**Where the registers sit**

Other sequential cells in the stronger grey, the rest of the logic in the fainter grey.
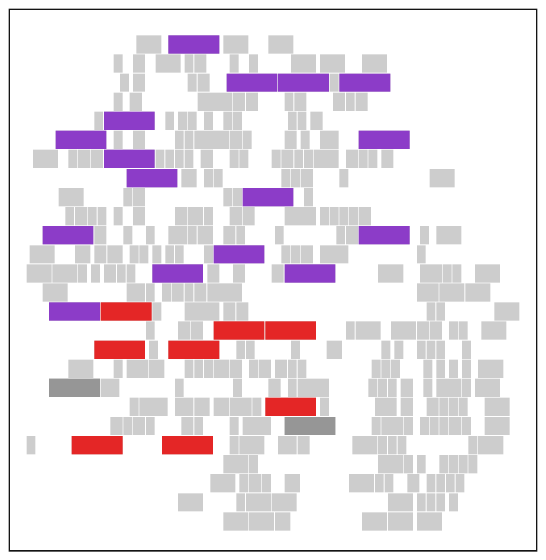
**Metal layers overlaid**

Only two layers are drawn.
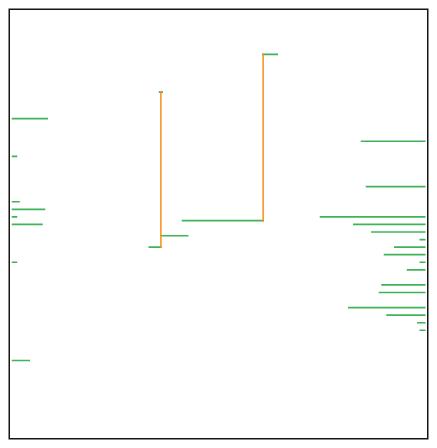
**Met2 routing**

Scale bar: 20 um.
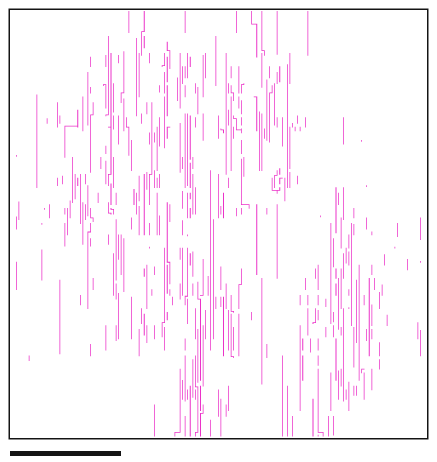
**Port wiring**

Scale bar: 20 um.
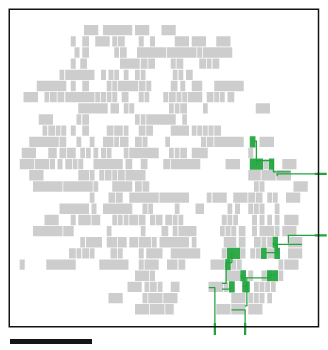
Design pipeline_hazard_ctrl, sky130hd; sources not shown.
==> job_summary.md <==
## Synthesis and layout report

| Metric | Value |
|---|---|
| Nets@finish | 353 |
| Die Y | roughly 77 um |
| WS Path Type | in -> out |
| Post-synthesis cell area | 1710 um2 |
| Final tally of hold violations | 0 |
| CP Depth | 10 |
| Final setup TNS | 0 ps |
| Cycle use final | 0.686 |
| Worst path most repeated cell | inv_1 |
| Max Cap Viol | 0 |
| Cell breakdown of the critical path | clkdlybuf4s50_1, inv_1, nand2_1, nand3_1, inv_1, or2_2, nor2_2, nand2_2, inv_1, clkdlybuf4s50_1 |
| CTS resizes | 0 |
| RSZ-0062 raised after global routing | false |
| Placed cell count | 390 |
| Commonest flop | dfxtp_1 |
| Ys Warns | 0 |
| Fin cells | 394 |
| Seq cells post-synth | 26 |
| Max-area cell share | 0.305 |
| Max-slew violations | 0 |
| Max incr delay on CP | 610 ps |
| WP data arrival | 2230 ps |
| Cells in synth_stat.txt | around 280 |
| Clk_skew | about 3.3 ps |
| Most frequent cells in the layout | nand2_1 (64), nor2_1 (52), clkdlybuf4s50_1 (45), inv_1 (42), nand3_1 (27) |
| Synth area leader | dfxtp_1 |
| AO/OA Area Share | 0.0931 |
| Tmin final | 2610 ps |
| Delay-heaviest family, CP | buffers and inverters |
| HPWL Detailed | 2.93 mm |
| EDFF count, synth | 0 |
| Layout area overhead | 31.9% |
| Adder Area Share | 0.0147 |
| MUX share of area | 0 |
| Initial antenna violation count | 0 |
| Syn_area_per_cell | 6.07 um2 |
| Power per cell area | roughly 250 nW/um2 |
| Maximum vdd drop | about 0.16 mV |
| Core ar. | 4980 um2 |
| FF-to-FF path depth | 9 |
| Sequential share of the synthesized area | 0.305 |
| Top area cell types | dfxtp_1 (30%), nand2_1 (14%), nor2_1 (11%), inv_1 (9.2%), nand3_1 (7.9%) |
| GRT overflow | 0 |
| Gate Count Post-Synth | 281 |
| Critical Path Slowest Stage Cell | clkdlybuf4s50_1 |
| Share of cells above drive strength 1 | 0.0494 |
| Worst min-delay path class | reg -> reg |
| Worst-path clk slew | 90 ps |
| Top logic family | simple AND/OR/NAND/NOR gates |
| Leak | 0.941 nW |
| Drt pass-1 iters | 4 |
| Via count of the first global-routing pass | roughly 1.6k |
| Worst EP required | ~3400 ps |
| Outcome | completed |
| Tool warning count | 27 |
| DRT iter0 DRCs | 83 |
| Site Rows | 26 |
| Vias/cell | between 4 and 5 |
| Worst slew pin tran | 784 ps |
| Syn nets | 309 |
| TritonCTS Buffers | 3 |
| Asr flop ratio synth | 0 |
| Top cell excl fill/tap | nand2_1 |
| Die width | 75 um |
| Fp_density | 0.343 |
| Max reg flops | 16 |
| CTS max path bufs | 2 |
| Hold path depth | 1 |
| Max Freq | 383 MHz |
| CTS root buf | clkbuf_8 |
| Placer Congestion | 0.805 |
| CP endpoint kind | output pin |
| H-tree levels | 1 |
| N_diodes | 0 |
| Clk sink count | 26 |
| Maximum number of pins on one net before global-route repair | 33 |
| Maximum fanout along the worst path | 3 |
| Post-route ant nets | 0 |
| Drt drc | 0 |
| First-pass GRT wire length | between 6 and 7 mm |
| Setup Viol. Count Final | 0 |
| Die area | a little under 6000 um2 |
| Unique cell types | 29 |
| Hold_buf cts | 0 |
| Simple-Gate Fraction of Synth Area | 0.436 |
| Max-slew headroom | 0.476 |
| Latency at later pin | about 270 ps |
| CP Launch Type | input port |
| WP buf/inv | 5 |
| Yosys Chip Area | between 1500 and 2000 um2 |
| CTS tree | built |
| Worst reg-to-reg setup slack | 1890 ps |
| Xor/xnor share | 0.0257 |
| Post-CTS Setup Bufs | 0 |
About 'where the registers sit':
Key: red = wait_cnt_q [sequential cells 8]; purple = stall_cnt [sequential cells 16]
Seq group: 0.000281 W
final core area utilization: 0.452

About 'metal layers overlaid':
Key: green = M3 [wire length 166 um]; orange = M4 [wire length 57.8 um]
routed vias: 1764
WL final: 3.87 mm
gr usage total: 0.139
wire per inst: 9.81 um

About 'met2 routing':
The layer holds 45% of the routed length. 266 nets have wire on it.
global-route met2 utilization: 0.230

About 'port wiring':
Key: green = mem_dest [direction input, edge 2 south, 2 east, end cells 13, wire 94.6 um]
input/output buffers: 45
I/O Pins: 48

## stage by stage
step | instance area [um2] | util | total power, W | worst slack, ps | hold WS [ps]
6_report | 2250 | 0.452 | 0.000572 | 1190 | 477
2_1_floorplan | 1710 | - | 0.000354 | 2050 | 464
5_1_grt | 2250 | 0.452 | 0.000602 | 1070 | 505
3_3_place_gp | 2200 | 0.441 | 0.000397 | 1200 | 459
4_1_cts | 2250 | 0.452 | 0.000580 | 1170 | 486
3_5_place_dp | 2200 | 0.441 | 0.000398 | 1180 | 459
## layer usage
metal / up-vias / global-route usage / part of all wire
met2: 29 / 0.230 / 0.45
li1: 969 / - / -
met4: 0 / 0.0536 / 0.015
met5: - / 0 / 0
met1: 761 / 0.181 / 0.49
met3: 5 / 0.0158 / 0.043
## worst register-to-register path: stages, from the launching register on
cell,delay (ps)
dfxtp_1,410
ha_1,190
nand2_1,80
nor3_2,300
nand4_1,350
nand2_1,200
nor2_1,80
nand3_1,80
nand2_1,50
nor2_1,120
## cell usage after synthesis (2+ instances only)
| cell type | n |
|---|---|
| buf_6 | 3 |
| nor2_1 | 52 |
| dfxtp_1 | 26 |
| nand2_4 | 2 |
| ha_1 | 2 |
| o21ai_0 | 4 |
| nand2_1 | 64 |
| inv_1 | 42 |
| nand2_2 | 3 |
| nor2_2 | 2 |
| o21a_1 | 2 |
| clkbuf_1 | 2 |
| nor3b_1 | 2 |
| a21oi_1 | 20 |
| nor3_1 | 8 |
| xnor2_1 | 4 |
| nand4_1 | 5 |
| nand3_1 | 27 |
## cells by family after synthesis
kind of cell,Yosys count
xor gates and xnor gates,5
and+or+nand+nor,169
DFF,26
AOI/OAI and AO/OA,29
other,1
adders and majority gates,2
buffers and inverters,49
## final cells by class
cell class / instances / area, um2
Clock buffer: 4 / 55.1
Multi-Input combinational cell: 206 / 976
Sequential cell: 26 / 520
Fill cell: 514 / 2730
Timing Repair Buffer: 45 / 450
Tap cell: 70 / 87.6
Inverter: 43 / 161
## report_power, final
group          internal, W  switching, W
registers         0.000276    0.00000413
clock network    0.0000927     0.0000892
logic            0.0000513     0.0000586
total             0.000420      0.000152
Power is estimated from default activity; no workload was simulated.
